**src/rtl/ip_tile_alu_seq_nbit.sv**
```systemverilog
// Sequential 16-opcode ALU tile with DATA_WIDTH-bit operands.
// MUL (shift-add) and DIV (restoring) iterate one bit per cycle; other ops take one cycle.
//
// state | meaning
// IDLE  | waiting for start; operands latched on accept
// EXEC  | computing; abort returns to IDLE without commit
// DONE  | result/flags committed on entry; csr_out_we pulses
module ip_tile_alu_seq_nbit #(
  parameter int REG_WIDTH     = 32,
  parameter int CSR_IN_WIDTH  = 16,
  parameter int CSR_OUT_WIDTH = 16,
  parameter int DATA_WIDTH    = 8
) (
  input  logic                     clk,
  input  logic                     rst,
  input  logic [CSR_IN_WIDTH-1:0]  csr_in,
  input  logic [REG_WIDTH-1:0]     data_reg_a,
  input  logic [REG_WIDTH-1:0]     data_reg_b,
  output logic [REG_WIDTH-1:0]     data_reg_c,
  output logic [CSR_OUT_WIDTH-1:0] csr_out,
  output logic                     csr_in_re,
  output logic                     csr_out_we
);

  localparam int W     = DATA_WIDTH;
  localparam int CNT_W = $clog2(DATA_WIDTH);
  localparam logic [CNT_W-1:0] CNT_INIT = CNT_W'(DATA_WIDTH - 1);
  localparam logic [CNT_W-1:0] CNT_ONE  = CNT_W'(1);
  localparam logic [W-1:0]     ONE_W    = W'(1);

  localparam logic [3:0] OP_ADD  = 4'd0,  OP_SUB  = 4'd1,  OP_MUL  = 4'd2,  OP_DIV  = 4'd3;
  localparam logic [3:0] OP_AND  = 4'd4,  OP_OR   = 4'd5,  OP_NOT  = 4'd6,  OP_XOR  = 4'd7;
  localparam logic [3:0] OP_XNOR = 4'd8,  OP_SHL  = 4'd9,  OP_SHR  = 4'd10, OP_INC  = 4'd11;
  localparam logic [3:0] OP_DEC  = 4'd12, OP_RSUB = 4'd13, OP_ASRA = 4'd14, OP_ASRB = 4'd15;

  typedef enum logic [1:0] {IDLE = 2'b00, EXEC = 2'b01, DONE = 2'b10} state_t;

  state_t           state_q, state_d;
  logic [3:0]       op_q;
  logic [W-1:0]     a_q, b_q, result_q;
  logic [3:0]       flags_q;
  logic             done_q;
  logic [2*W-1:0]   work_q;
  logic [CNT_W-1:0] cnt_q;

  logic           start, abort, accept, commit;
  logic [3:0]     op_in;
  logic [W-1:0]   res_d, simple_res;
  logic [3:0]     flags_d;
  logic [W:0]     add_ext, mul_sum, div_shift, div_diff;
  logic           div_ge;
  logic [2*W-1:0] mul_next, div_next;
  logic           unused_bits;

  assign start      = csr_in[0];
  assign abort      = csr_in[1];
  assign op_in      = data_reg_a[REG_WIDTH-1 -: 4];
  assign accept     = (state_q == IDLE) && start && !rst;
  assign csr_in_re  = accept;
  assign csr_out_we = (state_q == DONE) && !rst;
  assign unused_bits = ^{csr_in, data_reg_a, data_reg_b};

  assign add_ext = {1'b0, a_q} + {1'b0, b_q};

  // MUL: work holds {partial upper, multiplier bits still to consume}
  assign mul_sum  = {1'b0, work_q[2*W-1:W]} + (work_q[0] ? {1'b0, a_q} : {(W+1){1'b0}});
  assign mul_next = {mul_sum, work_q[W-1:1]};

  // DIV: work holds {remainder, dividend bits shifting into quotient}
  assign div_shift = work_q[2*W-1:W-1];
  assign div_diff  = div_shift - {1'b0, b_q};
  assign div_ge    = !div_diff[W];
  assign div_next  = div_ge ? {div_diff[W-1:0], work_q[W-2:0], 1'b1}
                            : {div_shift[W-1:0], work_q[W-2:0], 1'b0};

  always_comb begin
    simple_res = '0;
    case (op_q)
      OP_ADD:  simple_res = add_ext[W-1:0];
      OP_SUB:  simple_res = a_q - b_q;
      OP_AND:  simple_res = a_q & b_q;
      OP_OR:   simple_res = a_q | b_q;
      OP_NOT:  simple_res = ~a_q;
      OP_XOR:  simple_res = a_q ^ b_q;
      OP_XNOR: simple_res = ~(a_q ^ b_q);
      OP_SHL:  simple_res = {a_q[W-2:0], 1'b0};
      OP_SHR:  simple_res = {1'b0, a_q[W-1:1]};
      OP_INC:  simple_res = a_q + ONE_W;
      OP_DEC:  simple_res = a_q - ONE_W;
      OP_RSUB: simple_res = b_q - a_q;
      OP_ASRA: simple_res = {a_q[W-1], a_q[W-1:1]};
      OP_ASRB: simple_res = {b_q[W-1], b_q[W-1:1]};
      default: simple_res = '0;
    endcase
  end

  always_comb begin
    state_d = state_q;
    commit  = 1'b0;
    res_d   = result_q;
    flags_d = flags_q;
    case (state_q)
      IDLE: if (start) state_d = EXEC;
      EXEC: begin
        if (abort) begin
          state_d = IDLE;
        end else if (op_q == OP_MUL) begin
          if (cnt_q == '0) begin
            commit  = 1'b1;
            res_d   = mul_next[W-1:0];
            flags_d = {|mul_next[2*W-1:W], 3'b000};
            state_d = DONE;
          end
        end else if (op_q == OP_DIV) begin
          if (b_q == '0) begin
            commit  = 1'b1;
            res_d   = '1;
            flags_d = 4'b0010;
            state_d = DONE;
          end else if (cnt_q == '0) begin
            commit  = 1'b1;
            res_d   = div_next[W-1:0];
            flags_d = 4'b0000;
            state_d = DONE;
          end
        end else begin
          commit  = 1'b1;
          res_d   = simple_res;
          flags_d = {1'b0, (op_q == OP_ADD) && add_ext[W], 2'b00};
          state_d = DONE;
        end
      end
      DONE:    state_d = IDLE;
      default: state_d = IDLE;
    endcase
    if (commit) flags_d[0] = (res_d == '0);
  end

  always_ff @(posedge clk) begin
    if (rst) begin
      state_q  <= IDLE;
      op_q     <= '0;
      a_q      <= '0;
      b_q      <= '0;
      result_q <= '0;
      flags_q  <= '0;
      done_q   <= 1'b0;
      work_q   <= '0;
      cnt_q    <= '0;
    end else begin
      state_q <= state_d;
      if (accept) begin
        op_q   <= op_in;
        a_q    <= data_reg_a[W-1:0];
        b_q    <= data_reg_b[W-1:0];
        work_q <= {{W{1'b0}}, (op_in == OP_DIV) ? data_reg_a[W-1:0] : data_reg_b[W-1:0]};
        cnt_q  <= CNT_INIT;
        done_q <= 1'b0;
      end else if (state_q == EXEC && !abort) begin
        work_q <= (op_q == OP_MUL) ? mul_next : div_next;
        if (cnt_q != '0) cnt_q <= cnt_q - CNT_ONE;
      end
      if (commit) begin
        result_q <= res_d;
        flags_q  <= flags_d;
        done_q   <= 1'b1;
      end
    end
  end

  always_comb begin
    data_reg_c = '0;
    data_reg_c[W-1:0] = result_q;
    data_reg_c[REG_WIDTH-1 -: 4] = flags_q;
  end

  always_comb begin
    csr_out = '0;
    csr_out[0]   = (state_q == EXEC);
    csr_out[1]   = done_q;
    csr_out[5:2] = flags_q;
    csr_out[7:6] = state_q;
  end

endmodule

```
**config.mk**
```make
export PLATFORM = sky130hd
export DESIGN_NAME = ip_tile_alu_seq_nbit
export DESIGN_NICKNAME = d
export VERILOG_FILES = /design/src/rtl/ip_tile_alu_seq_nbit.sv
export SDC_FILE = /design/constraint.sdc
export NUM_CORES = 1
export LEC_CHECK = 0
export ABC_CLOCK_PERIOD_IN_PS = 3340
export CAP_MARGIN = 20
export CORE_MARGIN = 1.5
export CORE_UTILIZATION = 35
export CTS_CLUSTER_DIAMETER = 200
export CTS_CLUSTER_SIZE = 24
export DETAILED_ROUTE_END_ITERATION = 7
export GPL_ROUTABILITY_DRIVEN = 1
export GPL_TIMING_DRIVEN = 0
export PLACE_DENSITY = 0.59
export SKIP_LAST_GASP = 1
export SLEW_MARGIN = 10
export SYNTH_ARGS = -nofsm -noshare
export SYNTH_HDL_FRONTEND = slang
export SYNTH_SLANG_ARGS = --single-unit
```
**constraint.sdc**
```tcl
create_clock -name clk -period 3.34 [get_ports clk]
set_input_delay 0.501 -clock clk [delete_from_list [all_inputs] [get_ports clk]]
set_output_delay 0.501 -clock clk [all_outputs]
set_load 0.01 [all_outputs]
```
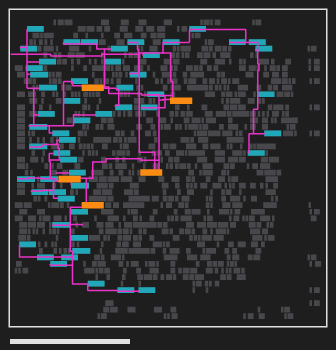
(images/clock_wires.png)
Scale bar: 50 µm.
Magenta is clock wires, length 864 µm. Orange is clock-net drivers, count 5. Cyan is flip-flops, count 54.
There are 6 routed clock nets.

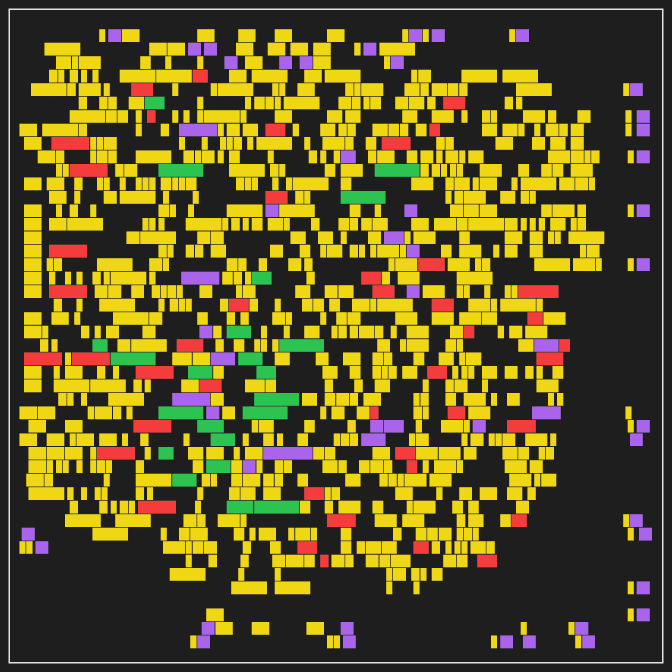
(images/sizing.png)
Purple is x3 and x4, cells 53, share 6.1%. Green is x6 and larger, cells 22, share 2.5%. Yellow is x1 and smaller, cells 751, share 86%. Red is x2, cells 43, share 4.9%.

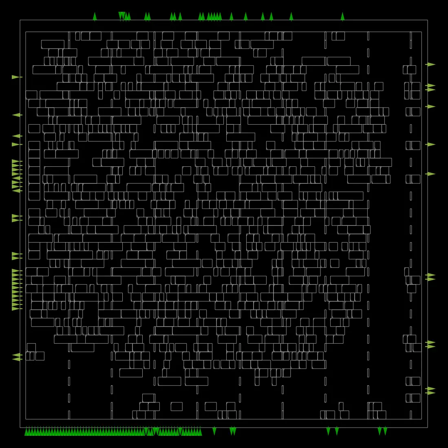
(images/placed.png)
Core Util, Final: 44.5%
row count: 46
flop count: 54
sequential cell area share: 15.3%
tapcells inserted: 216

==> flow_summary.json <==
{
  "pg_clk_mw": 0.560,
  "cts_max_path_buffers": 2,
  "crit_end": "flags_q[0]",
  "compound_area_share_pct": 27.4,
  "dpl.hpwl_um": 16500,
  "synth-edff-count": 0,
  "seqPwrFrac_pct": 34.1,
  "die_h_um": 132,
  "grt_start_max_net_pins": 20,
  "clkLatencyLatePin_ps": 310,
  "setup.worst_path.start_class": "flop",
  "largest_area_cell": "dfxtp_1",
  "comb_share_pct": 61.0,
  "r2r-end": "flags_q[0]",
  "synth.avg_cell_area_um2": 7.37,
  "ys_sh_xor_pct": 2.87,
  "cts_hold_buf": 0,
  "warnings": 103,
  "finalCriticalPeriod_ps": 3400,
  "min_to": "flags_q[3]",
  "seq-power_mw": 0.757,
  "largest_reg_flops": 16,
  "viasPerCell": 5.67,
  "grt_antenna_before_repair": 0,
  "final_cell_mix": "nand2_1 (100), a21oi_1 (64), nor2_1 (60)",
  "setup_viol": 1,
  "fin_nets": 1004,
  "finalNonFillerCells": 1085,
  "clock-root-buffer": "clkbuf_16",
  "drt_iter0_markers": 559,
  "wl_um": 20900,
  "critPathBufInv": 3,
  "cts.sinks": 54,
  "routed-via-count": 6153,
  "comb_power_mw": 0.900,
  "hold_path_class": "flop to flop",
  "final-clk-cell-share_pct": 2.12,
  "drv_cap": 0,
  "cp.required_ps": 3610,
  "dominant_cells": "multi-input combinational cells",
  "postSynthCellCount": 786,
  "lay_top_count": "nand2_1",
  "ys.flops": 54,
  "cp.arrival_ps": 3670,
  "pin_count": 132,
  "logic_family": "AND-OR/OR-AND gates",
  "status": "complete, but fails checks",
  "grt_pass1_vias": 5709,
  "final_layout_size_suffix_gt1_share_pct": 13.6,
  "fp_util_pct": 36.2,
  "yosys.area.top_type_share_pct": 18.7,
  "peakVddDrop_mv": 0.298,
  "top_cell": "nand2_1",
  "logic_gates": 638,
  "crit_start": "op_q[2]",
  "buffers": 127,
  "die_w_um": 132,
  "synthAdderAreaFrac_pct": 12.3,
  "slew_violations": 0,
  "final_area_mm2": 0.00713,
  "core-area_mm2": 0.0160,
  "rsz0062_at_grt": "yes",
  "top_layer": "met4",
  "drtPass1Iterations": 5,
  "pwr-share-comb_pct": 40.6,
  "hold_viol": 0,
  "mux_share_pct": 3.71,
  "wl_per_cell_um": 19.2,
  "h-tree-depth": 2,
  "synth_area_mm2": 0.00579,
  "grt_use_met1_pct": 31.3,
  "drc": 0,
  "postSynthSeqShare_pct": 18.7,
  "clk_pin_slew_ps": 80,
  "n_clock_buffer": 5,
  "cts_resized": 63,
  "r2r-start": "op_q[2]",
  "path_depth": 15,
  "ys_sh_simple_pct": 24.7,
  "cts_tree": "yes",
  "placed_cells": 1074,
  "path_max_fanout": 10,
  "comb_area_mm2": 0.00435,
  "grtUsageTotal_pct": 23.5,
  "power_mw": 2.22,
  "post_cts_buffers": 7,
  "postRouteAntennaNets": 0,
  "routabilityCongestion": 0.987,
  "max_freq_ghz": 0.294,
  "route.met3.wl_um": 1690,
  "violations": "setup timing",
  "switching_share_pct": 39.2,
  "place.port_buffers": 44,
  "chip_area_mm2": 0.0173,
  "min-delay-start": "flags_q[3]",
  "ff_type": "dfxtp_1",
  "reg2regPathDepth": 15,
  "crit_top_cell": "clkbuf_8",
  "dpl_cell_area_mm2": 0.00663,
  "hold_depth": 2,
  "slew_headroom_pct": 41.7,
  "common_cells": "nand2_1 (102), a21oi_1 (65), nor2_1 (60)",
  "p_sw_mw": 0.868,
  "synth.distinct_cells": 81,
  "worst_slack_ps": -62.2,
  "ys_async_sr_fraction_pct": 0,
  "area_leaders": "dfxtp_1 (19%), ha_1 (11%), nand2_1 (6.6%), a21oi_1 (5.6%), buf_4 (4.3%)",
  "use_met2_pct": 37.0,
  "maxPowerGroup": "combinational cells",
  "place_ws_ps": -802,
  "crit_chain": "clkbuf_8 > clkbuf_8 > clkbuf_16 > nor2b_4 > nand2_4 > a22o_1 > fa_2 > nand2b_4 > a21oi_4 > xnor2_2 > o22ai_1 > a2111o_1 > a211oi_2 > and4_1 > a21bo_1",
  "yosysChipArea_mm2": 0.00579,
  "synth.yosys.num_cells": 786,
  "grt_pass1_wl_um": 32000,
  "path_class": "flop to flop"
}
Power and IR drop assume default switching activity.
